**Run 1: close-up of the layout**

Region (44, 72) to (94, 122) um. Cells in gray, sequential cells in the stronger gray; small squares are vias.
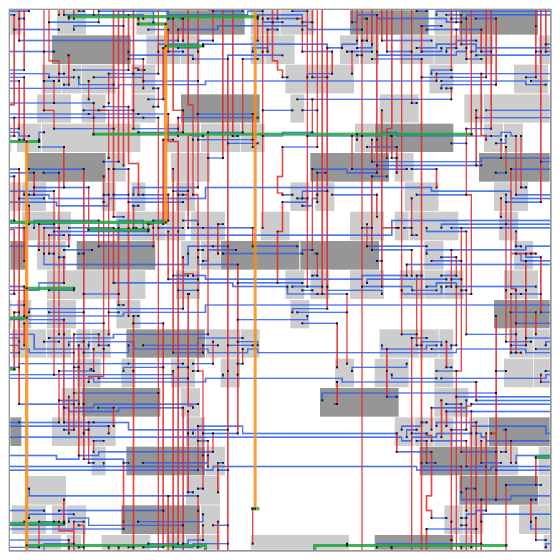
**Run 1: placement view**

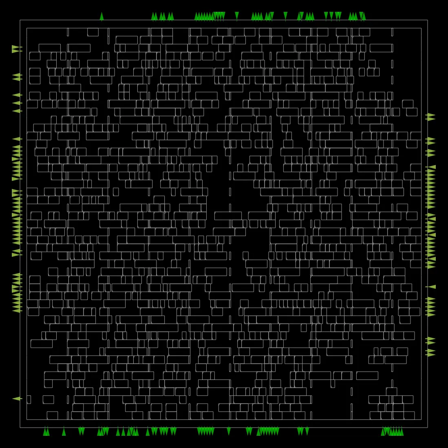
**Run 1: cells by drive strength**

Scale: 2 px per um.
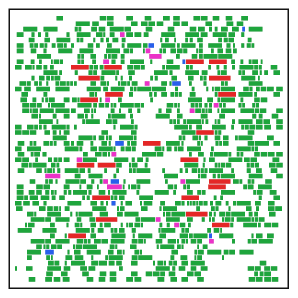
**Run 1: routed metal per tile**

Scale: 3 px per um. The die is cut into 28 by 28 equal tiles; dark purple is low, yellow is high, scaled to the fullest tile. Values are wire area over tile area, all layers added.
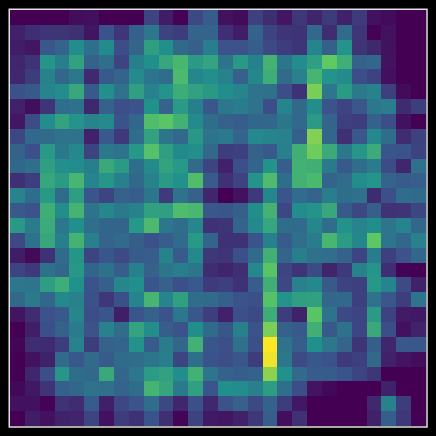
--- config.mk ---
export PLATFORM = sky130hd
export DESIGN_NAME = rice_csr_counter_ctrl_flat
export DESIGN_NICKNAME = d
export VERILOG_FILES = /design/src/rtl/rice_pkg.sv /design/src/rtl/rice_csr_counter_ctrl_if.sv /design/src/rtl/rice_csr_split_counter.sv /design/src/rtl/rice_csr_counter_ctrl.sv /design/src/flat_wrapper.sv
export SDC_FILE = /design/constraint.sdc
export NUM_CORES = 1
export LEC_CHECK = 0
export CAP_MARGIN = 5
export CELL_PAD_IN_SITES_DETAIL_PLACEMENT = 0
export CELL_PAD_IN_SITES_GLOBAL_PLACEMENT = 1
export CORE_MARGIN = 2
export CORE_UTILIZATION = 37
export CTS_BUF_LIST = sky130_fd_sc_hd__clkbuf_16
export DETAILED_ROUTE_END_ITERATION = 8
export PLACE_DENSITY_LB_ADDON = 0.1
export REMOVE_ABC_BUFFERS = 1
export SLEW_MARGIN = 40
export SYNTH_ARGS = -nofsm -noshare
export SYNTH_HDL_FRONTEND = slang
export SYNTH_SLANG_ARGS = --single-unit
--- constraint.sdc ---
create_clock -name i_clk -period 3.9 [get_ports i_clk]
set_clock_uncertainty 0.1 [all_clocks]
set_input_delay 0.39 -clock i_clk [delete_from_list [all_inputs] [get_ports i_clk]]
set_output_delay 0.39 -clock i_clk [all_outputs]
set_load 0.02 [all_outputs]
--- src/rtl/rice_pkg.sv ---
// rice_pkg: shared types and constants for the counter CSR block.
package rice_pkg;
    localparam int RICE_XLEN = 32;
    localparam int RICE_COUNTER_CY = 0;
    localparam int RICE_COUNTER_IR = 1;
    typedef enum logic [1:0] {
        PRIV_U = 2'd0,
        PRIV_S = 2'd1,
        PRIV_M = 2'd3
    } rice_privilege_level;
    typedef enum logic [1:0] {
        SEL_MCYCLE    = 2'd0,
        SEL_MINSTRET  = 2'd1,
        SEL_MCYCLEH   = 2'd2,
        SEL_MINSTRETH = 2'd3
    } rice_counter_sel;
    // Reserved privilege 2 matches none of the terms, so it never grants a read.
    function automatic logic read_en(logic [1:0] priv, logic m_en, logic s_en);
        return (priv == PRIV_M) | ((priv == PRIV_S) & m_en) | ((priv == PRIV_U) & m_en & s_en);
    endfunction
endpackage

--- src/rtl/rice_csr_counter_ctrl_if.sv ---
// rice_csr_counter_ctrl_if: control inputs and counter/enable outputs of the counter CSR block.
interface rice_csr_counter_ctrl_if #(parameter int XLEN = 32);
    logic [1:0]      i_privilege_level;
    logic [1:0]      i_mcounteren;
    logic [1:0]      i_scounteren;
    logic [1:0]      i_mcountinhibit;
    logic            i_retire;
    logic            i_counter_write_valid;
    logic [1:0]      i_counter_write_sel;
    logic [XLEN-1:0] i_counter_write_data;
    logic [XLEN-1:0] o_cycle;
    logic [XLEN-1:0] o_cycleh;
    logic [XLEN-1:0] o_instret;
    logic [XLEN-1:0] o_instreth;
    logic            o_cycle_read_enable;
    logic            o_instret_read_enable;
    logic            o_write_enable;
    modport master (
        output i_privilege_level, i_mcounteren, i_scounteren, i_mcountinhibit, i_retire,
               i_counter_write_valid, i_counter_write_sel, i_counter_write_data,
        input  o_cycle, o_cycleh, o_instret, o_instreth, o_cycle_read_enable,
               o_instret_read_enable, o_write_enable
    );
    modport slave (
        input  i_privilege_level, i_mcounteren, i_scounteren, i_mcountinhibit, i_retire,
               i_counter_write_valid, i_counter_write_sel, i_counter_write_data,
        output o_cycle, o_cycleh, o_instret, o_instreth, o_cycle_read_enable,
               o_instret_read_enable, o_write_enable
    );
endinterface

--- src/rtl/rice_csr_split_counter.sv ---
// rice_csr_split_counter: 64-bit counter held as two halves, optionally with a registered low->high carry.
module rice_csr_split_counter #(
    parameter int XLEN        = 32,
    parameter bit SPLIT_CARRY = 1'b1
) (
    input  logic            clk,
    input  logic            rst_n,
    input  logic            i_up,
    input  logic            i_write_low,
    input  logic            i_write_high,
    input  logic [XLEN-1:0] i_write_data,
    output logic [XLEN-1:0] o_low,
    output logic [XLEN-1:0] o_high
);
    logic [XLEN-1:0] r_low, r_high, w_low_nxt, w_high_nxt;
    logic            r_carry, w_wrap, w_carry_in;
    // A carry already captured lands in high even when low is rewritten; a high write drops it.
    always_comb begin
        w_wrap     = i_up & ~i_write_low & (r_low == '1);
        w_carry_in = SPLIT_CARRY ? r_carry : w_wrap;
        w_low_nxt  = i_write_low ? i_write_data : r_low + XLEN'(i_up);
        w_high_nxt = i_write_high ? i_write_data : r_high + XLEN'(w_carry_in);
    end
    always_ff @(posedge clk) begin
        if (!rst_n) begin
            r_low   <= '0;
            r_high  <= '0;
            r_carry <= 1'b0;
        end else begin
            r_low   <= w_low_nxt;
            r_high  <= w_high_nxt;
            r_carry <= SPLIT_CARRY & w_wrap;
        end
    end
    assign o_low  = r_low;
    assign o_high = r_high;
endmodule

--- src/rtl/rice_csr_counter_ctrl.sv ---
// rice_csr_counter_ctrl: cycle/instret counters with M-level writes, inhibit and privilege read gating.
module rice_csr_counter_ctrl import rice_pkg::*; #(
    parameter int XLEN        = RICE_XLEN,
    parameter bit SPLIT_CARRY = 1'b1
) (
    input logic                   i_clk,
    input logic                   i_rst_n,
    rice_csr_counter_ctrl_if.slave bus
);
    logic       w_cy_up, w_ir_up;
    logic [3:0] w_wr;
    assign w_cy_up = ~bus.i_mcountinhibit[RICE_COUNTER_CY];
    assign w_ir_up = bus.i_retire & ~bus.i_mcountinhibit[RICE_COUNTER_IR];
    // One-hot write strobe indexed by rice_counter_sel.
    assign w_wr = bus.i_counter_write_valid ? (4'b0001 << bus.i_counter_write_sel) : 4'b0000;

    rice_csr_split_counter #(.XLEN(XLEN), .SPLIT_CARRY(SPLIT_CARRY)) u_cycle (
        .clk          (i_clk),
        .rst_n        (i_rst_n),
        .i_up         (w_cy_up),
        .i_write_low  (w_wr[SEL_MCYCLE]),
        .i_write_high (w_wr[SEL_MCYCLEH]),
        .i_write_data (bus.i_counter_write_data),
        .o_low        (bus.o_cycle),
        .o_high       (bus.o_cycleh)
    );

    rice_csr_split_counter #(.XLEN(XLEN), .SPLIT_CARRY(SPLIT_CARRY)) u_instret (
        .clk          (i_clk),
        .rst_n        (i_rst_n),
        .i_up         (w_ir_up),
        .i_write_low  (w_wr[SEL_MINSTRET]),
        .i_write_high (w_wr[SEL_MINSTRETH]),
        .i_write_data (bus.i_counter_write_data),
        .o_low        (bus.o_instret),
        .o_high       (bus.o_instreth)
    );

    assign bus.o_cycle_read_enable   = read_en(bus.i_privilege_level, bus.i_mcounteren[RICE_COUNTER_CY],
                                               bus.i_scounteren[RICE_COUNTER_CY]);
    assign bus.o_instret_read_enable = read_en(bus.i_privilege_level, bus.i_mcounteren[RICE_COUNTER_IR],
                                               bus.i_scounteren[RICE_COUNTER_IR]);
    assign bus.o_write_enable        = 1'b0;
endmodule

--- src/flat_wrapper.sv ---
// flat-port wrapper written by rule: the top's interface ports become plain ports
module rice_csr_counter_ctrl_flat import rice_pkg::*;
#(
    parameter int XLEN        = RICE_XLEN,
    parameter bit SPLIT_CARRY = 1'b1
)
  (i_clk, i_rst_n, bus_i_privilege_level, bus_i_mcounteren, bus_i_scounteren, bus_i_mcountinhibit, bus_i_retire, bus_i_counter_write_valid, bus_i_counter_write_sel, bus_i_counter_write_data, bus_o_cycle, bus_o_cycleh, bus_o_instret, bus_o_instreth, bus_o_cycle_read_enable, bus_o_instret_read_enable, bus_o_write_enable);
  rice_csr_counter_ctrl_if #(.XLEN(XLEN)) bus_i ();
  input logic i_clk;
  input logic i_rst_n;
  input wire logic [$bits(bus_i.i_privilege_level)-1:0] bus_i_privilege_level;
  input wire logic [$bits(bus_i.i_mcounteren)-1:0] bus_i_mcounteren;
  input wire logic [$bits(bus_i.i_scounteren)-1:0] bus_i_scounteren;
  input wire logic [$bits(bus_i.i_mcountinhibit)-1:0] bus_i_mcountinhibit;
  input wire logic [$bits(bus_i.i_retire)-1:0] bus_i_retire;
  input wire logic [$bits(bus_i.i_counter_write_valid)-1:0] bus_i_counter_write_valid;
  input wire logic [$bits(bus_i.i_counter_write_sel)-1:0] bus_i_counter_write_sel;
  input wire logic [$bits(bus_i.i_counter_write_data)-1:0] bus_i_counter_write_data;
  output wire logic [$bits(bus_i.o_cycle)-1:0] bus_o_cycle;
  output wire logic [$bits(bus_i.o_cycleh)-1:0] bus_o_cycleh;
  output wire logic [$bits(bus_i.o_instret)-1:0] bus_o_instret;
  output wire logic [$bits(bus_i.o_instreth)-1:0] bus_o_instreth;
  output wire logic [$bits(bus_i.o_cycle_read_enable)-1:0] bus_o_cycle_read_enable;
  output wire logic [$bits(bus_i.o_instret_read_enable)-1:0] bus_o_instret_read_enable;
  output wire logic [$bits(bus_i.o_write_enable)-1:0] bus_o_write_enable;
  assign bus_i.i_privilege_level = bus_i_privilege_level;
  assign bus_i.i_mcounteren = bus_i_mcounteren;
  assign bus_i.i_scounteren = bus_i_scounteren;
  assign bus_i.i_mcountinhibit = bus_i_mcountinhibit;
  assign bus_i.i_retire = bus_i_retire;
  assign bus_i.i_counter_write_valid = bus_i_counter_write_valid;
  assign bus_i.i_counter_write_sel = bus_i_counter_write_sel;
  assign bus_i.i_counter_write_data = bus_i_counter_write_data;
  assign bus_o_cycle = bus_i.o_cycle;
  assign bus_o_cycleh = bus_i.o_cycleh;
  assign bus_o_instret = bus_i.o_instret;
  assign bus_o_instreth = bus_i.o_instreth;
  assign bus_o_cycle_read_enable = bus_i.o_cycle_read_enable;
  assign bus_o_instret_read_enable = bus_i.o_instret_read_enable;
  assign bus_o_write_enable = bus_i.o_write_enable;
  rice_csr_counter_ctrl #(.XLEN(XLEN), .SPLIT_CARRY(SPLIT_CARRY)) u_core (.i_clk(i_clk), .i_rst_n(i_rst_n), .bus(bus_i));
endmodule
==> results.json, run 1 <==
{
  "grt_antenna_before_repair": 0,
  "finalNetCount": 1022,
  "synth_seq_share_pct": 38.7,
  "maxCapViolations": 0,
  "cts_resized": 0,
  "hold_viol": 0,
  "avgSynthCellArea_um2": 8.22,
  "drc": 0,
  "seqPwrFrac_pct": 40.1,
  "place_hpwl_um": 15600,
  "critPathCaptureType": "flop",
  "synth-async-reset-ratio_pct": 0,
  "top_cell_area_share_pct": 38.7,
  "rsz0062_at_grt": "no",
  "cp_max_fo": 7,
  "slew_viol_final": 0,
  "crit_chain": "clkdlybuf4s50_1, nor2b_1, ha_1, ha_1, nand3_1, or4_1, or3_1, a311oi_1",
  "peakVddDrop_mv": 0.320,
  "hp-class": "in2reg",
  "dr.first_iter.drc_count": 483,
  "grt_max_degree": 64,
  "crit_type": "in2reg",
  "met1Wirelength_um": 10900,
  "die_y_um": 139,
  "synth_cells": 818,
  "crit_buf_inv": 1,
  "p_clk_share_pct": 46.7,
  "outcome": "finished, final reports clean",
  "top_area_cell": "dfxtp_1",
  "gp_congestion": 0.792,
  "worst_pin_slew_ns": 0.768
}
About 'close-up of the layout':
Blue marks met1. Orange marks met4. Red marks met2. Green marks met3.
Netlist names of flops here include u_core.u_cycle.o_high (10), u_core.u_cycle.o_low (8), u_core.u_instret.o_high (4). 147 logic cells have their middle in the window. Sequential cells in the window: 22. Most frequent: dfxtp_1 (22), a21oi_1 (16), xor2_1 (16).

About 'placement view':
flop count: 130
Seq/total area: 28.0%
row count: 49
core region area: 17900 um2
FILL cells: 1760

About 'cells by drive strength':
Blue marks drive 2, cells 9, share 0.92%, most used nor4_2. Green marks drive 1 or less, cells 933, share 95%, most used clkdlybuf4s50_1. Red marks drive 6 and up, cells 22, share 2.2%, most used clkbuf_16. Magenta marks drive 3 to 4, cells 17, share 1.7%, most used buf_4.
area grow syn2layout: 38.2%
fin area: 9290 um2
Buffers, non-clock: 183
Final WS setup: 1.33 ns

About 'routed metal per tile':
The fullest tile reaches 0.57. 16% of the tiles are over half the peak. The emptiest ninth of the die: south-east.
overall routing resource usage: 22.5%
via count: 6511
Post-Route WL: 22000 um
DR WL/cell: 18.2 um

run 1: per-stage QoR:
stage | cells | util [%] | instance area, um2
after global routing | 1210 | 51.9 | 9290
after detailed placement | 1178 | 48.3 | 8640
after CTS | 1210 | 51.8 | 9280
after floorplan | 766 | - | 6520
final | 1210 | 51.9 | 9290
after global placement | 1178 | 48.1 | 8620
run 1: power groups by stage:
stage                     Sequential (mW)  Clock, mW  Combinational [mW]
final                                1.50       1.74               0.495
after global routing                 1.51       1.84               0.532
after CTS                            1.49       1.77               0.497
after detailed placement             1.52          0               0.494
after global placement               1.52          0               0.493
after floorplan                      1.59          0               0.146
run 1: routing by layer:
metal | up-vias | GRT usage (%)
met4 | 0 | 6.54
li1 | 3275 | -
met5 | - | 0
met2 | 172 | 33.2
met1 | 3038 | 33.1
met3 | 26 | 4.83
run 1: sequential cells by signal (all words and copies together), names as in the netlist:
name                      count
u_core.u_cycle.o_high        32
u_core.u_cycle.o_low         32
u_core.u_cycle.r_carry        1
u_core.u_instret.o_high      32
u_core.u_instret.o_low       32
u_core.u_instret.r_carry      1
run 1: placed cells by master (no fill, tap or decap), types with 32 or more instances in the layout:
master / n
clkdlybuf4s50_1: 174
nor2_1: 60
a21oi_1: 80
dfxtp_1: 130
a211oi_1: 32
o21ai_0: 85
nand4_1: 49
xor2_1: 74
xnor2_1: 42
nand3_1: 47
nand2_1: 40
run 1: logic make-up after synthesis:
family	after synthesis	share of synthesized area, %
and+or+nand+nor	285	22.8
AOI/OAI and AO/OA	208	17.1
DFF	130	38.7
buffers and inverters	62	3.56
muxes	8	1.19
xor gates and xnor gates	116	15.1
adders and majority gates	8	1.49
other	1	0.0558
run 1: area by class of cell:
| cell class | instances | area (um2) | share of cell area, % |
|---|---|---|---|
| Multi-Input combinational cell | 626 | 3910 | 42.1 |
| Sequential cell | 130 | 2600 | 28.0 |
| Timing Repair Buffer | 183 | 1810 | 19.5 |
| Clock buffer | 17 | 425 | 4.58 |
| Tap cell | 229 | 287 | 3.09 |
| Clock inverter | 15 | 215 | 2.32 |
| Inverter | 10 | 37.5 | 0.404 |
run 1: worst paths after layout:
check                                      endpoint  depth (start not counted)                                  start  slack, ns
max           u_core.u_instret.o_low[20]$_SDFF_PN0_                          8                           bus_i_retire       1.33
max reg2reg   u_core.u_instret.o_low[20]$_SDFF_PN0_                          6   u_core.u_instret.o_low[0]$_SDFF_PN0_       1.51
min reg2reg   u_core.u_instret.o_low[20]$_SDFF_PN0_                          2  u_core.u_instret.o_low[20]$_SDFF_PN0_       0.45
min          u_core.u_instret.o_high[28]$_SDFF_PN0_                          3                                i_rst_n       0.37
run 1: tightest hold or removal path: cells and delay by family:
| family | cells | cell delay [ns] |
|---|---|---|
| AND-OR/OR-AND | 2 | 0.19 |
| buffers and inverters | 1 | 0.26 |
## Run 2: what changed since run 1
--- a/config.mk
+++ b/config.mk
@@ -9,7 +9,7 @@
 export CELL_PAD_IN_SITES_DETAIL_PLACEMENT = 0
 export CELL_PAD_IN_SITES_GLOBAL_PLACEMENT = 1
 export CORE_MARGIN = 2
-export CORE_UTILIZATION = 37
+export CORE_UTILIZATION = 32
 export CTS_BUF_LIST = sky130_fd_sc_hd__clkbuf_16
 export DETAILED_ROUTE_END_ITERATION = 8
 export PLACE_DENSITY_LB_ADDON = 0.1
==> constraint.sdc (replaced) <==
create_clock -name i_clk -period 2.3 [get_ports i_clk]
set_clock_uncertainty 0.1 [all_clocks]
set_input_delay 0.23 -clock i_clk [delete_from_list [all_inputs] [get_ports i_clk]]
set_output_delay 0.23 -clock i_clk [all_outputs]
set_load 0.02 [all_outputs]
**Run 2: floorplan with the power grid**

Scale: 3 px per um. Pins as bars on the die edge.
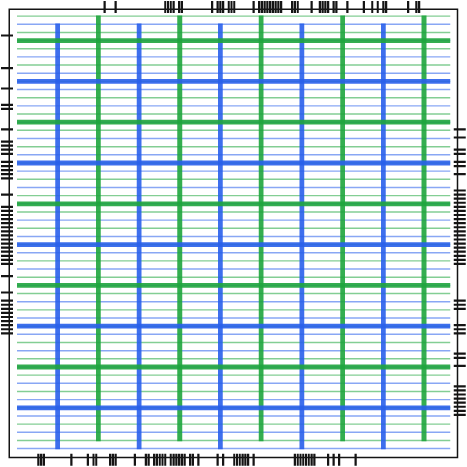
Green marks VDD. Blue marks VSS.
54 met1 rails follow the rows. 10 straps on met4. The core has 53 rows.
die span in y: 149 um
maximum VDD drop: 0.454 mV

**Run 2: routed metal per tile**

Scale: 2 px per um. The die is cut into 30 by 30 equal tiles; dark purple is low, yellow is high, scaled to the fullest tile. Values are wire area over tile area, all layers added.
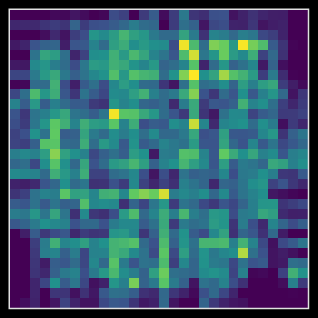
21% of the tiles are over half the peak. 7.7% of the tiles are nearly empty. The fullest tile reaches 0.48.
via count: 6619
DR WL/cell: 17.9 um
overall routing resource usage: 21.1%
Post-Route WL: 23400 um

==> results.json, run 2 <==
{
  "outcome": "finished, final reports clean",
  "place_hpwl_um": 17100,
  "critPathCaptureType": "flop",
  "slew_viol_final": 0,
  "mostFrequentLayoutCells": "174 x clkdlybuf4s50_1, 130 x dfxtp_1, 85 x o21ai_0",
  "crit-reg2reg-launch": "u_core.u_instret.o_low[0]$_SDFF_PN0_",
  "min_path_cells": 3,
  "core-area_um2": 20800,
  "top_area_cell": "dfxtp_1",
  "synth-async-reset-ratio_pct": 0,
  "top_cell_area_share_pct": 38.7,
  "grt_antenna_before_repair": 2,
  "hold_start": "i_rst_n",
  "fillers": 2121,
  "gp_congestion": 0.806,
  "fin_cells": 1304,
  "rows": 53,
  "grt_max_degree": 64,
  "area_growth_pct": 44.3,
  "cp_max_fo": 7,
  "layout_top_cell": "clkdlybuf4s50_1",
  "crit_type": "in2reg"
}
run 2: cell count changes in the layout (fill, tap and decap cells not counted), sizes merged:
cell and delta:
buf +48, bufinv -1, clkinv -1, clkinvlp +2
run 2: metrics by stage:
stage / worst slack (ns) / total power [mW] / setup TNS, ns / utilization (%)
6_report: 0.0821 / 6.30 / 0 / 46.6
2_1_floorplan: -0.0305 / 2.94 / -0.103 / -
3_3_place_gp: -0.372 / 3.47 / -2.26 / 43.6
4_1_cts: 0.0193 / 6.36 / 0 / 46.5
5_1_grt: -0.0154 / 6.53 / -0.0154 / 46.6
3_5_place_dp: -0.402 / 3.47 / -2.79 / 43.6
run 2: logic make-up (layout without fill, tap and decap cells):
logic type	Yosys count	count (layout)	synth area share [%]
flip-flops	130	130	38.7
buffers and inverters	62	273	3.56
adder cells (fa/ha/maj)	8	8	1.49
AND-OR/OR-AND	208	208	17.1
other	1	1	0.0558
XOR/XNOR	116	116	15.1
multiplexers	8	8	1.19
AND/OR/NAND/NOR	285	285	22.8
run 2: layout make-up:
class / count / area [um2] / area share [%]
Clock inverter: 15 / 191 / 1.97
Clock buffer: 17 / 425 / 4.39
Sequential cell: 130 / 2600 / 26.8
Tap cell: 275 / 344 / 3.55
Inverter: 10 / 37.5 / 0.387
Timing Repair Buffer: 231 / 2200 / 22.7
Multi-Input combinational cell: 626 / 3890 / 40.1
run 2: how the worst max path moves through the flow:
stage,from,cells after the start,endpoint
4_1_cts,bus_i_retire,8,u_core.u_instret.o_low[20]$_SDFF_PN0_
6_report,bus_i_retire,8,u_core.u_instret.o_low[20]$_SDFF_PN0_
3_3_place_gp,bus_i_retire,8,u_core.u_instret.o_low[20]$_SDFF_PN0_
3_5_place_dp,bus_i_retire,8,u_core.u_instret.o_low[20]$_SDFF_PN0_
2_1_floorplan,u_core.u_instret.o_low[0]$_SDFF_PN0_,6,u_core.u_instret.o_low[20]$_SDFF_PN0_
5_1_grt,bus_i_retire,8,u_core.u_instret.o_low[20]$_SDFF_PN0_
run 2: metal layers:
| layer | vias to the layer above | GRT usage, % |
|---|---|---|
| li1 | 3364 | - |
| met1 | 3070 | 30.4 |
| met2 | 169 | 32.4 |
| met3 | 16 | 3.88 |
| met4 | 0 | 5.86 |
| met5 | - | 0 |
run 2: timing repair:
action | in CTS | in global routing
setup endpoints to repair | 0 | 4
gates resized | 0 | 2
buffers inserted | 0 | 0
run 2: report_power, final:
group	switching [mW]	internal, mW	leakage (nW)	total, mW
Combinational	0.474	0.426	2.00	0.900
Sequential	0.144	2.37	1.06	2.52
Clock	1.09	1.80	0.282	2.89
run 2: worst max-delay path: stages:
cell,delay (ns)
clkdlybuf4s50_1,0.44
nor2b_1,0.16
ha_1,0.18
ha_1,0.16
nand3_1,0.09
or4_4,0.55
or3_1,0.35
a311oi_2,0.29
## Run 3: what changed since run 2
--- a/config.mk
+++ b/config.mk
@@ -11,6 +11,7 @@
 export CORE_MARGIN = 2
 export CORE_UTILIZATION = 32
 export CTS_BUF_LIST = sky130_fd_sc_hd__clkbuf_16
+export CTS_CLUSTER_SIZE = 10
 export DETAILED_ROUTE_END_ITERATION = 8
 export PLACE_DENSITY_LB_ADDON = 0.1
 export REMOVE_ABC_BUFFERS = 1
==> constraint.sdc (replaced) <==
create_clock -name i_clk -period 1.9 [get_ports i_clk]
set_clock_uncertainty 0.1 [all_clocks]
set_input_delay 0.19 -clock i_clk [delete_from_list [all_inputs] [get_ports i_clk]]
set_output_delay 0.19 -clock i_clk [all_outputs]
set_load 0.02 [all_outputs]
**Run 3: close-up of the layout**

Region (49, 79) to (99, 129) um. Cells in gray, sequential cells in the stronger gray; small squares are vias.
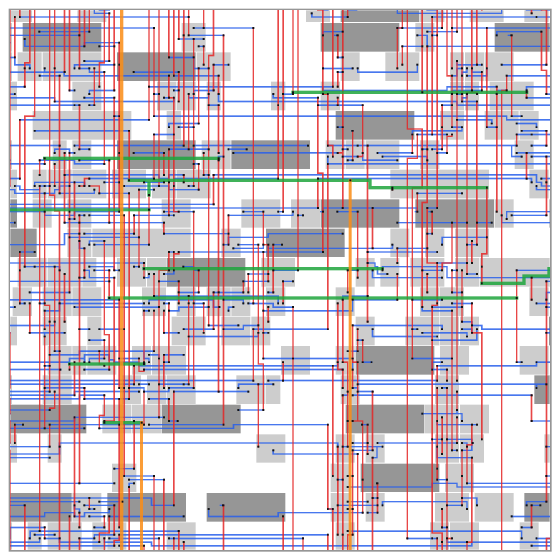
Green marks met3. Orange marks met4. Red marks met2. Blue marks met1.
147 logic cells have their middle in the window. Sequential cells in the window: 19. Most frequent: buf_4 (21), dfxtp_1 (19), o21ai_0 (18). Netlist names of flops here include u_core.u_cycle.o_high (11), u_core.u_instret.o_high (8).

**Run 3: cells by drive strength**

Scale: 2 px per um.
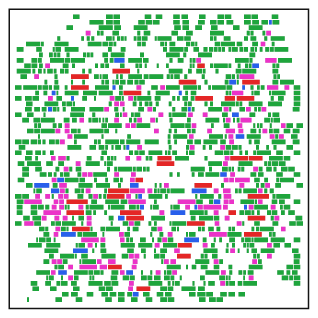
Final WS setup: -0.0377 ns
area grow syn2layout: 60.1%
fin area: 10800 um2
Buffers, non-clock: 328

==> results.json, run 3 <==
{
  "outcome": "finished with violations",
  "violations": "setup timing",
  "cp_max_fo": 6,
  "place_hpwl_um": 18100,
  "die_y_um": 149,
  "rsz0062_at_grt": "yes",
  "crit_type": "reg2reg",
  "grt_antenna_before_repair": 0,
  "rows": 53,
  "logic_area_um2": 4160,
  "wl_per_cell_um": 17.7,
  "crit-reg2reg-launch": "u_core.u_instret.o_low[0]$_SDFF_PN0_",
  "wirelength_um": 24800,
  "flop_area_um2": 2610,
  "critPathCaptureType": "flop",
  "grt_max_degree": 64,
  "slew_viol_final": 0,
  "vias": 7066,
  "ios": 177,
  "grt_usage_pct": 22.1,
  "peakVddDrop_mv": 0.544,
  "top_area_cell": "dfxtp_1",
  "place_ws_ns": -0.780,
  "finalPower_mw": 7.70,
  "fin_cells": 1402,
  "layout_top_cell": "clkdlybuf4s50_1",
  "mostFrequentLayoutCells": "169 x clkdlybuf4s50_1, 141 x buf_4, 124 x dfxtp_1",
  "grt_pass1_vias": 6763,
  "setup_viol": 1,
  "die_x_um": 149,
  "gp_congestion": 0.820,
  "fillers": 2044,
  "synth-async-reset-ratio_pct": 0,
  "setup_slack_ns": -0.0377
}
[run 3: worst max-delay path by stage]
stage                                              start                               endpoint  slack [ns]
CTS                 u_core.u_instret.o_low[0]$_SDFF_PN0_  u_core.u_instret.o_low[20]$_SDFF_PN0_       -0.03
global route        u_core.u_instret.o_low[0]$_SDFF_PN0_  u_core.u_instret.o_low[20]$_SDFF_PN0_       -0.10
detailed placement                          bus_i_retire  u_core.u_instret.o_low[20]$_SDFF_PN0_       -0.78
floorplan           u_core.u_instret.o_low[0]$_SDFF_PN0_  u_core.u_instret.o_low[20]$_SDFF_PN0_       -0.43
finish              u_core.u_instret.o_low[0]$_SDFF_PN0_  u_core.u_instret.o_low[20]$_SDFF_PN0_       -0.04
global placement                            bus_i_retire  u_core.u_instret.o_low[20]$_SDFF_PN0_       -0.73
[run 3: cell families after synthesis]
group | synth area share [%]
simple gates | 22.8
compound gates | 17.1
xor+xnor | 15.1
other cells | 0.0558
mux | 1.19
flops | 38.7
fa+ha+maj | 1.49
buf+inv | 3.56
[run 3: cell type report]
cell class | count | area share (%)
antenna | 1 | 0.0233
clock buffer | 17 | 3.95
clock inverter | 15 | 1.62
inverter | 10 | 0.349
multi-input combinational | 626 | 38.6
sequential | 130 | 24.3
tap | 275 | 3.20
timing repair buffer | 328 | 28.0
[run 3: power breakdown]
part	switching, mW	total, mW	internal [mW]
registers	0.129	3.00	2.87
logic	0.663	1.28	0.618
clock network	1.25	3.41	2.16
total	2.04	7.70	5.65
[run 3: critical path, stage by stage (launching register included)]
cell and delay (ns):
dfxtp_2 0.35, ha_4 0.15, ha_4 0.13, nand3_2 0.07, or4_4 0.47, or3_1 0.36, a311oi_1 0.24
[run 3: layer usage]
layer	vias to the layer above	routed length, um	global-route usage, %
li1	3559	-	-
met4	0	311	5.19
met5	-	0	0
met3	17	1130	4.53
met2	159	11300	34.3
met1	3331	12100	31.6
[run 3: per-stage QoR]
stage               cell area, um2  TNS [ns]
global route                 10800    -0.548
floorplan                     6520    -12.57
finish                       10800   -0.0377
CTS                          10500   -0.0285
detailed placement            9780    -17.00
global placement              9780    -15.99
[run 3: repair_timing]
item	CTS	global route
endpoints found under the setup margin	27	53
gates resized	23	46
gates cloned	0	2
setup buffers	4	6
pin swaps	6	37
Power is estimated from default activity; no workload was simulated.
